## config.mk

```make
export PLATFORM = sky130hd
export DESIGN_NAME = bitstream_byte_packer
export DESIGN_NICKNAME = d
export VERILOG_FILES = /design/src/rtl/bitstream_byte_packer.sv
export SDC_FILE = /design/constraint.sdc
export NUM_CORES = 1
export LEC_CHECK = 0
export CAP_MARGIN = 20
export CORE_MARGIN = 2
export CORE_UTILIZATION = 62
export DETAILED_ROUTE_END_ITERATION = 7
export PLACE_DENSITY_LB_ADDON = 0.15
export SLEW_MARGIN = 30
export SYNTH_ARGS = -nofsm -noshare
export SYNTH_HDL_FRONTEND = slang
export SYNTH_SLANG_ARGS = --single-unit
```

## constraint.sdc

```tcl
create_clock -name top_clk -period 3.95 [get_ports top_clk]
set_input_delay 0.395 -clock top_clk [delete_from_list [all_inputs] [get_ports top_clk]]
set_output_delay 0.395 -clock top_clk [all_outputs]
set_load 0.05 [all_outputs]
```

## src/rtl/bitstream_byte_packer.sv

```systemverilog
// bitstream_byte_packer
// Collects up to three carry-resolved bytes per cycle from the entropy encoder
// into a small FIFO and streams them out one byte per cycle on valid/ready,
// tagging the final byte of the stream. Bytes that cannot be stored are dropped
// and reported through a sticky overflow flag.
module bitstream_byte_packer #(
  parameter int unsigned DATA_WIDTH      = 8,
  parameter int unsigned FIFO_ADDR_WIDTH = 4
) (
  input  logic                       top_clk,
  input  logic                       top_reset,
  input  logic [DATA_WIDTH-1:0]      in_bit_1,
  input  logic [DATA_WIDTH-1:0]      in_bit_2,
  input  logic [DATA_WIDTH-1:0]      in_last_bit,
  input  logic [1:0]                 in_flag,
  input  logic                       in_flag_last,
  output logic [DATA_WIDTH-1:0]      out_byte,
  output logic                       out_valid,
  input  logic                       out_ready,
  output logic                       out_last,
  output logic                       out_done,
  output logic                       out_overflow,
  output logic [FIFO_ADDR_WIDTH:0]   out_level
);

  localparam int unsigned DEPTH = 1 << FIFO_ADDR_WIDTH;
  localparam logic [FIFO_ADDR_WIDTH:0] DEPTH_L = (FIFO_ADDR_WIDTH+1)'(DEPTH);

  typedef enum logic [1:0] {
    S_RUN   = 2'd0,
    S_DRAIN = 2'd1,
    S_DONE  = 2'd2
  } state_e;

  state_e                     state_q, state_d;
  logic [FIFO_ADDR_WIDTH-1:0] wr_q, wr_d;
  logic [FIFO_ADDR_WIDTH-1:0] rd_q, rd_d;
  logic [FIFO_ADDR_WIDTH:0]   cnt_q, cnt_d;
  logic                       ovf_q, ovf_d;
  logic                       done_q, done_d;

  // Each entry is {last, byte}
  logic [DATA_WIDTH:0]        mem_q [DEPTH];

  logic [1:0]                 n_flag;
  logic [2:0]                 n_total;
  logic [FIFO_ADDR_WIDTH:0]   space;
  logic                       fits;
  logic                       accept;
  logic                       pop;
  logic                       head_last;
  logic [1:0]                 n_wr;
  logic [DATA_WIDTH:0]        wdata [3];
  logic [FIFO_ADDR_WIDTH-1:0] waddr [3];
  logic [2:0]                 wen;

  // Write-slot packing, space check, pointer/count/state next-state logic
  always_comb begin
    n_flag = 2'd0;
    wdata[0] = '0;
    wdata[1] = '0;
    wdata[2] = '0;
    // The last byte always lands in the slot right after the flagged bytes
    case (in_flag)
      2'b01: begin
        n_flag   = 2'd1;
        wdata[0] = {1'b0, in_bit_1};
        wdata[1] = {1'b1, in_last_bit};
      end
      2'b10: begin
        n_flag   = 2'd2;
        wdata[0] = {1'b0, in_bit_1};
        wdata[1] = {1'b0, in_bit_2};
        wdata[2] = {1'b1, in_last_bit};
      end
      default: begin
        n_flag   = 2'd0;
        wdata[0] = {1'b1, in_last_bit};
      end
    endcase

    n_total   = {1'b0, n_flag} + {2'b00, in_flag_last};
    space     = DEPTH_L - cnt_q;
    fits      = ({2'b00, space} >= {{FIFO_ADDR_WIDTH{1'b0}}, n_total});
    accept    = (state_q == S_RUN) && fits && (n_total != 3'd0);
    n_wr      = accept ? n_total[1:0] : 2'd0;
    pop       = (cnt_q != '0) && out_ready;
    head_last = mem_q[rd_q][DATA_WIDTH];

    wen[0] = (n_wr >= 2'd1);
    wen[1] = (n_wr >= 2'd2);
    wen[2] = (n_wr == 2'd3);
    for (int unsigned k = 0; k < 3; k++) begin
      waddr[k] = wr_q + FIFO_ADDR_WIDTH'(k);
    end

    if (state_q == S_RUN) begin
      ovf_d = ovf_q | (in_flag == 2'b11) | ~fits;
    end else begin
      ovf_d = ovf_q | (in_flag != 2'b00) | in_flag_last;
    end

    state_d = state_q;
    done_d  = 1'b0;
    case (state_q)
      S_RUN:   if (accept && in_flag_last) state_d = S_DRAIN;
      S_DRAIN: if (pop && head_last) begin
        state_d = S_DONE;
        done_d  = 1'b1;
      end
      default: state_d = S_RUN;
    endcase

    wr_d  = wr_q + FIFO_ADDR_WIDTH'(n_wr);
    rd_d  = rd_q + FIFO_ADDR_WIDTH'(pop);
    cnt_d = cnt_q + (FIFO_ADDR_WIDTH+1)'(n_wr) - (FIFO_ADDR_WIDTH+1)'(pop);
  end

  // Control state: pointers, occupancy, stream state and status flags
  always_ff @(posedge top_clk or negedge top_reset) begin
    if (!top_reset) begin
      state_q <= S_RUN;
      wr_q    <= '0;
      rd_q    <= '0;
      cnt_q   <= '0;
      ovf_q   <= 1'b0;
      done_q  <= 1'b0;
    end else begin
      state_q <= state_d;
      wr_q    <= wr_d;
      rd_q    <= rd_d;
      cnt_q   <= cnt_d;
      ovf_q   <= ovf_d;
      done_q  <= done_d;
    end
  end

  // FIFO storage; contents survive reset, occupancy decides visibility
  always_ff @(posedge top_clk) begin
    for (int unsigned k = 0; k < 3; k++) begin
      if (wen[k]) mem_q[waddr[k]] <= wdata[k];
    end
  end

  // Fall-through head presentation
  always_comb begin
    out_valid    = (cnt_q != '0);
    out_byte     = out_valid ? mem_q[rd_q][DATA_WIDTH-1:0] : '0;
    out_last     = out_valid & head_last;
    out_done     = done_q;
    out_overflow = ovf_q;
    out_level    = cnt_q;
  end

endmodule

```

Run 1, register map, names as in the netlist:
Scale: 3 px per um. Other sequential cells in the stronger grey, the rest of the logic in the fainter grey.
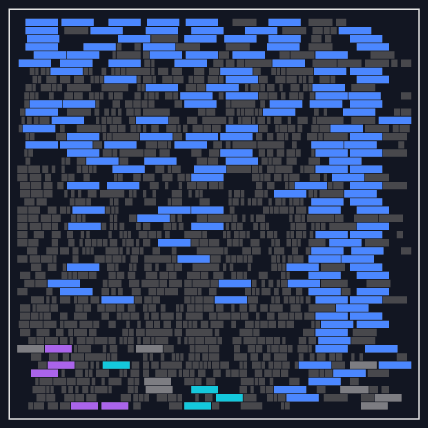
Purple shows `out_level`, flops 5, where bottom left. Cyan shows `wr_q`, flops 4, where bottom middle. Blue shows `mem_q`, flops 144, where spread over the die.
Another 8 sequential cells are not coloured.

Run 1, met3 routing:
Scale: 2 px per um.
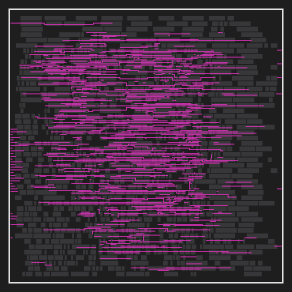
The wires run mostly horizontal. The layer carries 6,230 um of wire.

Run 1, cells by drive strength:
Scale: 3 px per um.
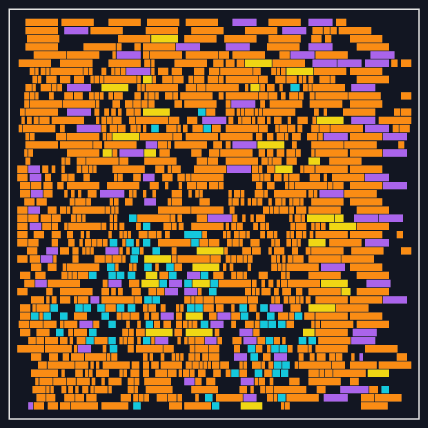
Yellow shows drive 6 and up, cells 33, share 3.0%, most used clkbuf_16. Cyan shows drive 3 to 4, cells 76, share 6.9%, most used buf_4. Purple shows drive 2, cells 78, share 7.1%, most used mux4_2. Orange shows drive 1 or less, cells 907, share 83%, most used edfxtp_1.
area grow syn2layout: 14.6%
Final Cell Area: 12,400 um2
final setup margin: 0.222 ns

Run 1, placed standard cells:
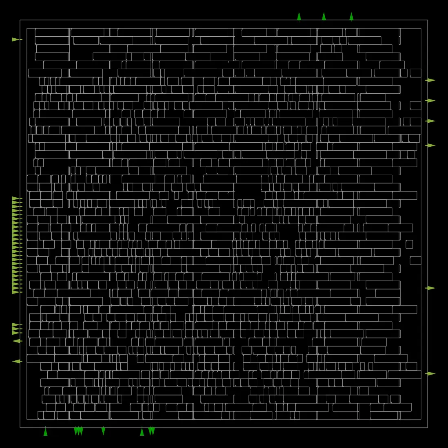
Seq/total area: 38.3%
fillers: 1,258
Std-Cell Rows: 48

==> results_slide.txt, run 1 <==
Implementation Results

Pwr
  – Clk power: 1.70 mW
  – Pwr/cell area: 723 nW/um2
  – Seq. pwr: 2.47 mW
  – Share of power burned in registers: 27.6%
  – Tot Pwr: 8.96 mW
  – Switching Share: 46.5%
  – Static leakage: 4.59 nW
  – Worst vdd ir: 0.707 mV
  – Internal power: 4.79 mW

Critical path
  – Worst reg-to-reg setup slack: 0.69 ns
  – Kind of critical path: register to primary output
  – Crit-path slowest cell: clkdlybuf4s50_1
  – R2R Path End: out_level[4]
  – Top delay family on crit path: multiplexers
  – CP dominant cell by count: mux4_2
  – CP Cell Sequence: buf_12 > mux4_2 > mux4_2 > and2_1 > clkdlybuf4s50_1
  – Crit start category: register

Synth
  – Synth Instances: 1,029
  – Mapped Nets: 1,084
  – Synth flops: 161
  – Average cell area after synthesis: 10.5 um2
  – Yosys xor share: 0.891%
  – Chip area in the Yosys report: 10,800 um2
  – Yosys aoi share: 20.3%
  – Post-synth top flop: edfxtp_1
  – Top non-seq family: AND-OR/OR-AND gates
  – Synth Cell Area: 10,800 um2

Route
  – WL met3: 6230 um
  – Iteration-0 DRC count of the detailed router: 2,104
  – Vias/cell: 7.38

Final layout
  – Post-layout util: 72.1%
  – Final non-clock buffer share: 8.48%

Final timing
  – WHS: 0.413 ns
  – TNS Setup: 0 ns
  – Fmax: 0.268 GHz
  – RSZ-0062 raised after global routing: no

Clock network
  – Clk buf depth: 2
  – CTS tree: done

Global routing
  – Total track usage: 42.4%
  – GR met1 Demand/Resource: 58.4%
  – Vias in the first global route: 8,805
  – GRT Residual Overflow: 0
  – First-pass GRT wire length: 56,300 um

Floorplan
  – Core area: 17,200 um2
  – # IOs: 47
  – Die height: 136 um
  – Pre-Place Util: 62.9%
  – Width of the die: 136 um
  – Total die size: 18,500 um2

Outcome
  – Outcome: finished, final reports clean

Flow run
  – Tool Warnings: 30

Placed design
  – GP Congestion: 1.08
--- run 2 (diff from run 1) ---
--- a/config.mk
+++ b/config.mk
@@ -9,7 +9,7 @@
 export CORE_MARGIN = 2
 export CORE_UTILIZATION = 62
 export DETAILED_ROUTE_END_ITERATION = 7
-export PLACE_DENSITY_LB_ADDON = 0.15
+export PLACE_DENSITY = 0.81
 export SLEW_MARGIN = 30
 export SYNTH_ARGS = -nofsm -noshare
 export SYNTH_HDL_FRONTEND = slang
Run 2, placed standard cells:
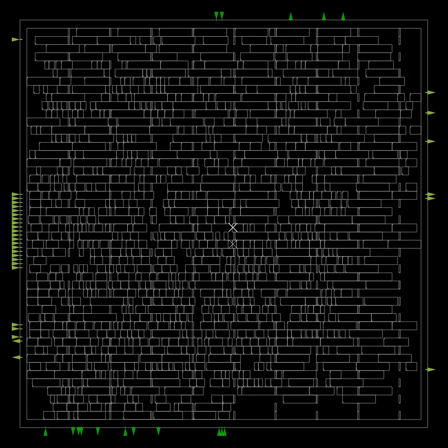
Final Instance Count excl. Fillers: 1,322
core area: 17,200 um2

Run 2, met3 routing:
Scale: 2 px per um.
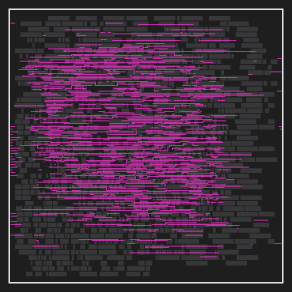
The wires run mostly horizontal. 279 nets have wire on it. The longest straight run is 93.4 um.
M3 GR Usage: 19.3%
final wirelength: 40,600 um
vias: 10,000

==> results_slide.txt, run 2 <==
Implementation Results

Outcome
  – Outcome: finished with violations
  – Failing checks: design-rule violations

Synth
  – Top non-seq family: AND-OR/OR-AND gates
  – Post-synth top flop: edfxtp_1
  – Synth Cell Area: 10,800 um2
  – Average cell area after synthesis: 10.5 um2
  – Mapped Nets: 1,084
  – Synth flops: 161
  – Synth Instances: 1,029
  – Yosys aoi share: 20.3%

Critical path
  – CP Cell Sequence: buf_12 > mux4_2 > mux4_2 > and2_1 > clkdlybuf4s50_1
  – Crit start category: register
  – R2R Path End: out_level[3]
  – Crit-path slowest cell: clkdlybuf4s50_1
  – CP dominant cell by count: mux4_2
  – Kind of critical path: register to primary output
  – Worst reg-to-reg setup slack: 0.69 ns

Floorplan
  – Width of the die: 136 um
  – Std-Cell Rows: 48
  – # IOs: 47
  – Pre-Place Util: 62.9%

Route
  – # DRC: 5
  – Vias/cell: 7.59
  – Iteration-0 DRC count of the detailed router: 2,306
  – WL met3: 6960 um

Pwr
  – Internal power: 4.95 mW
  – Switching Share: 45.9%
  – Static leakage: 4.62 nW

Global routing
  – Vias in the first global route: 9,370
  – GRT Residual Overflow: 0
  – Total track usage: 45.2%

Final timing
  – TNS Setup: 0 ns
  – Fmax: 0.278 GHz

Final layout
  – Final Cell Area: 12,400 um2
  – Fillers: 1,239
  – Post-layout util: 72.4%

Clock network
  – CTS tree: done

Flow run
  – Tool Warnings: 30
--- run 3 (diff from run 2) ---
--- a/config.mk
+++ b/config.mk
@@ -7,9 +7,8 @@
 export LEC_CHECK = 0
 export CAP_MARGIN = 20
 export CORE_MARGIN = 2
-export CORE_UTILIZATION = 62
+export CORE_UTILIZATION = 40
 export DETAILED_ROUTE_END_ITERATION = 7
-export PLACE_DENSITY = 0.81
 export SLEW_MARGIN = 30
 export SYNTH_ARGS = -nofsm -noshare
 export SYNTH_HDL_FRONTEND = slang
Run 3, placed standard cells:
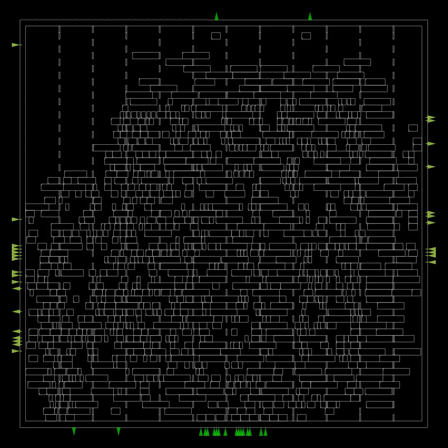
Std-Cell Rows: 60
post-layout util: 46.9%

Run 3, register map, names as in the netlist:
Scale: 2 px per um. Other sequential cells in the stronger grey, the rest of the logic in the fainter grey.
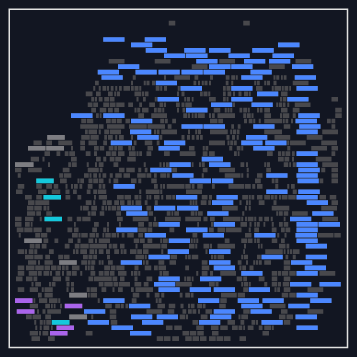
register area: 4750 um2
Seq/total area: 37.9%
Seq. pwr: 2.45 mW

==> results_slide.txt, run 3 <==
Implementation Results

Final timing
  – RSZ-0062 raised after global routing: no
  – Final setup margin: 0.250 ns
  – WHS: 0.410 ns
  – Fmax: 0.270 GHz

Synth
  – YS warnings: 0
  – And+or+nand+nor area frac: 10.9%
  – Mux share of post-synthesis cell area: 16.2%
  – Cell type with the largest total area: edfxtp_1
  – Yosys aoi share: 20.3%
  – Yosys xor share: 0.891%
  – Most common cell in the netlist: edfxtp_1
  – Post-synth top flop: edfxtp_1
  – Top non-seq family: AND-OR/OR-AND gates
  – Synth Cell Area: 10,800 um2
  – Chip area in the Yosys report: 10,800 um2
  – Synth flops: 161
  – Synth Instances: 1,029
  – Average cell area after synthesis: 10.5 um2
  – Mapped Nets: 1,084
  – Seq/Total Area, Yosys: 43.9%

Final layout
  – Final non-clock buffer share: 8.57%
  – Nonclk inv count: 35
  – Clock-cell share: 4.61%
  – Final Instance Count excl. Fillers: 1,436
  – Final Cell Area: 12,500 um2
  – Area grow syn2layout: 15.9%
  – Fillers: 2,468
  – Layout cells sized above 1: 17.0%

Pwr
  – Tot Pwr: 8.94 mW
  – Pwr/cell area: 713 nW/um2
  – Static leakage: 4.56 nW
  – Switching Share: 46.1%
  – Internal power: 4.82 mW
  – Worst vdd ir: 1.08 mV
  – Share of power burned in registers: 27.5%
  – Clk power: 1.65 mW

Route
  – WL met3: 2590 um
  – # DRC: 0
  – Vias/cell: 6.33
  – Final wirelength: 36,900 um
  – Iteration-0 DRC count of the detailed router: 1,229
  – Vias: 9,097

Floorplan
  – Total die size: 28,400 um2
  – Pre-Place Util: 40.5%
  – Core area: 26,700 um2
  – # IOs: 47
  – Die height: 168 um
  – Width of the die: 168 um

Critical path
  – Crit-path slowest cell: clkdlybuf4s50_1
  – R2R Path End: out_level[4]
  – Top delay family on crit path: buffers and inverters
  – Crit start category: register
  – Kind of critical path: register to primary output
  – Critical path peak fanout: 39

Global routing
  – GR met1 Demand/Resource: 35.6%
  – GRT Residual Overflow: 0
  – Vias in the first global route: 8,826
  – M3 GR Usage: 3.48%
  – First-pass GRT wire length: 56,200 um

Outcome
  – Outcome: finished, final reports clean

Clock network
  – CTS tree: done
  – Clk buf depth: 2

Placed design
  – Hpwl dp: 27,400 um
  – GP Congestion: 0.946

Flow run
  – Tool Warnings: 30

==> notes/layouts.md <==
Pictures saved along the way, in no particular order.

Cells coloured by class.
Scale: 3 px per um.
shot_01.png
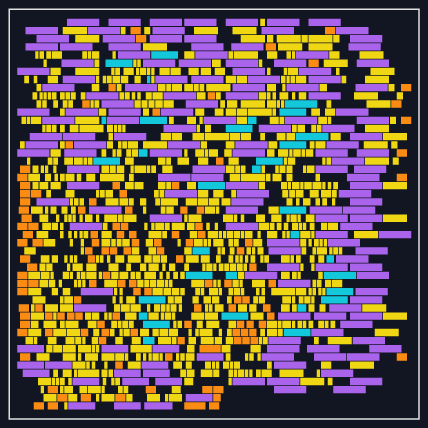
shot_02.png
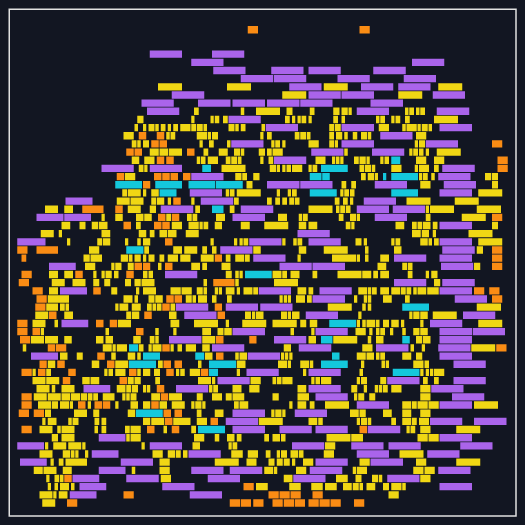
run 2 -> shot_01.png
run 3 -> shot_02.png
- highest utilization: shot_01.png
- largest die: shot_02.png

Key to shot_01.png:
Orange shows other buffers and delay cells, cells 125. Yellow shows all other logic, cells 779. Purple shows flip-flops, cells 161. Cyan shows clock drivers and dummy loads, cells 32.

Power and IR drop assume default switching activity.
